placed.png
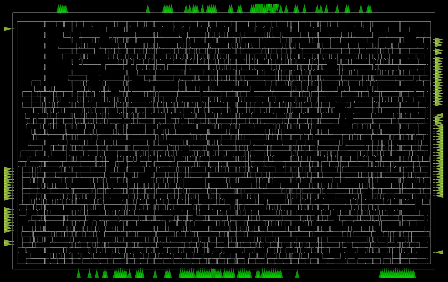
pinout.png
Pins as bars across the die edge, other pins in gray.
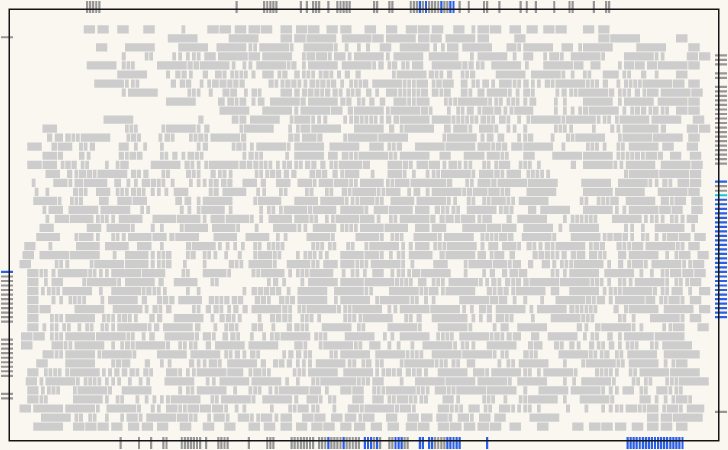
**config.mk**
```make
export PLATFORM = sky130hd
export DESIGN_NAME = mat_mac_engine
export DESIGN_NICKNAME = d
export VERILOG_FILES = /design/src/rtl/mat_mac_engine.sv
export SDC_FILE = /design/constraint.sdc
export NUM_CORES = 1
export LEC_CHECK = 0
export ABC_AREA = 1
export ABC_CLOCK_PERIOD_IN_PS = 8800
export CORE_ASPECT_RATIO = 0.6
export CORE_MARGIN = 2
export CORE_UTILIZATION = 55
export DETAILED_ROUTE_END_ITERATION = 12
export PLACE_DENSITY = 0.82
export SYNTH_ARGS = -nofsm -noshare
export SYNTH_HDL_FRONTEND = slang
export SYNTH_SLANG_ARGS = --single-unit
export TNS_END_PERCENT = 100
```
**constraint.sdc**
```tcl
create_clock -name i_clk -period 8.8 [get_ports i_clk]
set_clock_uncertainty 0.05 [all_clocks]
set_input_delay 1.76 -clock i_clk [delete_from_list [all_inputs] [get_ports i_clk]]
set_output_delay 1.76 -clock i_clk [all_outputs]
set_load 0.005 [all_outputs]
```
**src/rtl/mat_mac_engine.sv**
```systemverilog
// 3x3 unsigned matrix multiplier, result = A x B, built around one MAC unit.
// Each result element takes three accumulate cycles plus one store cycle.
module mat_mac_engine #(
  parameter int WIDTH = 8,
  parameter int ACC_W = 2*WIDTH+2
) (
  input  logic               i_clk,
  input  logic               i_rst_n,
  input  logic               i_trigger,
  input  logic [9*WIDTH-1:0] i_a,
  input  logic [9*WIDTH-1:0] i_b,
  output logic [9*WIDTH-1:0] o_result,
  output logic               o_ready,
  output logic               o_busy,
  output logic               o_done,
  output logic               o_overflow
);

  typedef enum logic [1:0] {
    IDLE,
    MAC,
    STORE
  } state_t;

  state_t state, state_nxt;

  logic               trig_q;
  logic               start;
  logic [9*WIDTH-1:0] a_r, b_r;
  logic [1:0]         row, col, k;
  logic [ACC_W-1:0]   acc;
  logic [3:0]         a_idx, b_idx, r_idx;
  logic [WIDTH-1:0]   a_el, b_el;
  logic [ACC_W-1:0]   prod;
  logic               last_el;

  assign start   = i_trigger & ~trig_q;
  assign a_idx   = 4'(row) * 4'd3 + 4'(k);
  assign b_idx   = 4'(k) * 4'd3 + 4'(col);
  assign r_idx   = 4'(row) * 4'd3 + 4'(col);
  assign a_el    = a_r[32'(a_idx)*WIDTH +: WIDTH];
  assign b_el    = b_r[32'(b_idx)*WIDTH +: WIDTH];
  assign prod    = ACC_W'(a_el) * ACC_W'(b_el);
  assign last_el = (row == 2'd2) && (col == 2'd2);

  always_ff @(posedge i_clk or negedge i_rst_n) begin
    if (!i_rst_n) state <= IDLE;
    else          state <= state_nxt;
  end

  always_comb begin
    state_nxt = state;
    unique case (state)
      IDLE:    if (start) state_nxt = MAC;
      MAC:     if (k == 2'd2) state_nxt = STORE;
      STORE:   state_nxt = last_el ? IDLE : MAC;
      default: state_nxt = IDLE;
    endcase
  end

  always_ff @(posedge i_clk or negedge i_rst_n) begin
    if (!i_rst_n) begin
      trig_q     <= 1'b0;
      a_r        <= '0;
      b_r        <= '0;
      row        <= '0;
      col        <= '0;
      k          <= '0;
      acc        <= '0;
      o_result   <= '0;
      o_ready    <= 1'b0;
      o_busy     <= 1'b0;
      o_done     <= 1'b0;
      o_overflow <= 1'b0;
    end else begin
      trig_q <= i_trigger;
      o_done <= 1'b0;
      unique case (state)
        IDLE: begin
          if (start) begin
            a_r        <= i_a;
            b_r        <= i_b;
            row        <= '0;
            col        <= '0;
            k          <= '0;
            acc        <= '0;
            o_ready    <= 1'b0;
            o_overflow <= 1'b0;
            o_busy     <= 1'b1;
          end
        end
        MAC: begin
          acc <= acc + prod;
          k   <= (k == 2'd2) ? 2'd0 : k + 2'd1;
        end
        STORE: begin
          o_result[32'(r_idx)*WIDTH +: WIDTH] <= acc[WIDTH-1:0];
          // any bit above the element width means truncation lost data
          if (|acc[ACC_W-1:WIDTH]) o_overflow <= 1'b1;
          acc <= '0;
          k   <= '0;
          if (col == 2'd2) begin
            col <= '0;
            row <= (row == 2'd2) ? 2'd0 : row + 2'd1;
          end else begin
            col <= col + 2'd1;
          end
          if (last_el) begin
            o_busy  <= 1'b0;
            o_ready <= 1'b1;
            o_done  <= 1'b1;
          end
        end
        default: ;
      endcase
    end
  end

endmodule

```
==> summary.txt <==
status: finished, final reports clean
Worst Path Required: 9210 ps
std cell rows: 45
largest net degree at the start of global routing: 98
hold path cells: 2
Core Box Area: 0.0256 sq mm
beginning of the critical path: k[1]
initial antenna violation count: 0
final setup fails: 0
Top-area cell share: 42.7%
reg2reg setup slack: 1610 ps
H-tree Lvls: 1
net count reported at finish: 2325
Levels on crit path: 27
most frequent CP cell: nand2_1
hold_buf cts: 0
hold wc startpoint: a_r[33]
Port Buffers: 222
Total GRT Usage: 30.1%
Top delay family on crit path: adder cells
commonest cells in the netlist: nand2_1 (789), dfrtp_1 (247), inv_1 (160)
Post-synth top flop: dfrtp_1
routability cong.: 0.967
Mapped Avg Cell Area: 7.65 sq um
overall routed net length: 39.9 mm
Avg WL per Cell: 16.4 um
post-CTS resize count: 0
worst path buffer plus inverter count: 7
Dominant combinational family: simple AND/OR/NAND/NOR gates
HP Class: flop to flop
sequential area share after synthesis: 42.7%
CTS Root Cell: clkbuf_16
top-count cell post-synth: nand2_1
Max clock buf depth: 3
die extent in y: 130 um
pre-CTS WS: 1770 ps
simple share: 32.1%
clk sinks: 247
RSZ-0062 raised after global routing: no
Area-dominant class: multi-input combinational cells
-- placed.png (at the start) --
seq_cells: 247
TAP cells: 352
fill count: 2099
fraction of area in registers: 34.9%

-- pinout.png (at the start) --
Cyan shows o_ready, pins 1, direction output, edge right. Blue shows i_a, pins 72, direction input, edge 38 bottom, 28 right, 5 top, 1 left.
All pins by edge: 89 bottom, 55 top, 55 right, 24 left.

==> registers in the layout (all words and copies together), names as in the netlist <==
signal,cells
a_r,72
acc,18
b_r,72
col,2
k,2
o_busy,1
o_done,1
o_overflow,1
o_ready,1
o_result,72
row,2
state,2
trig_q,1
==> routing by layer <==
layer	global-route usage (%)	part of all wire [%]	vias up
li1	-	-	6273
met1	45.4	46	6371
met2	44.6	43	547
met3	6.64	9.3	70
met4	6.41	2.0	2
met5	1.03	0.083	-
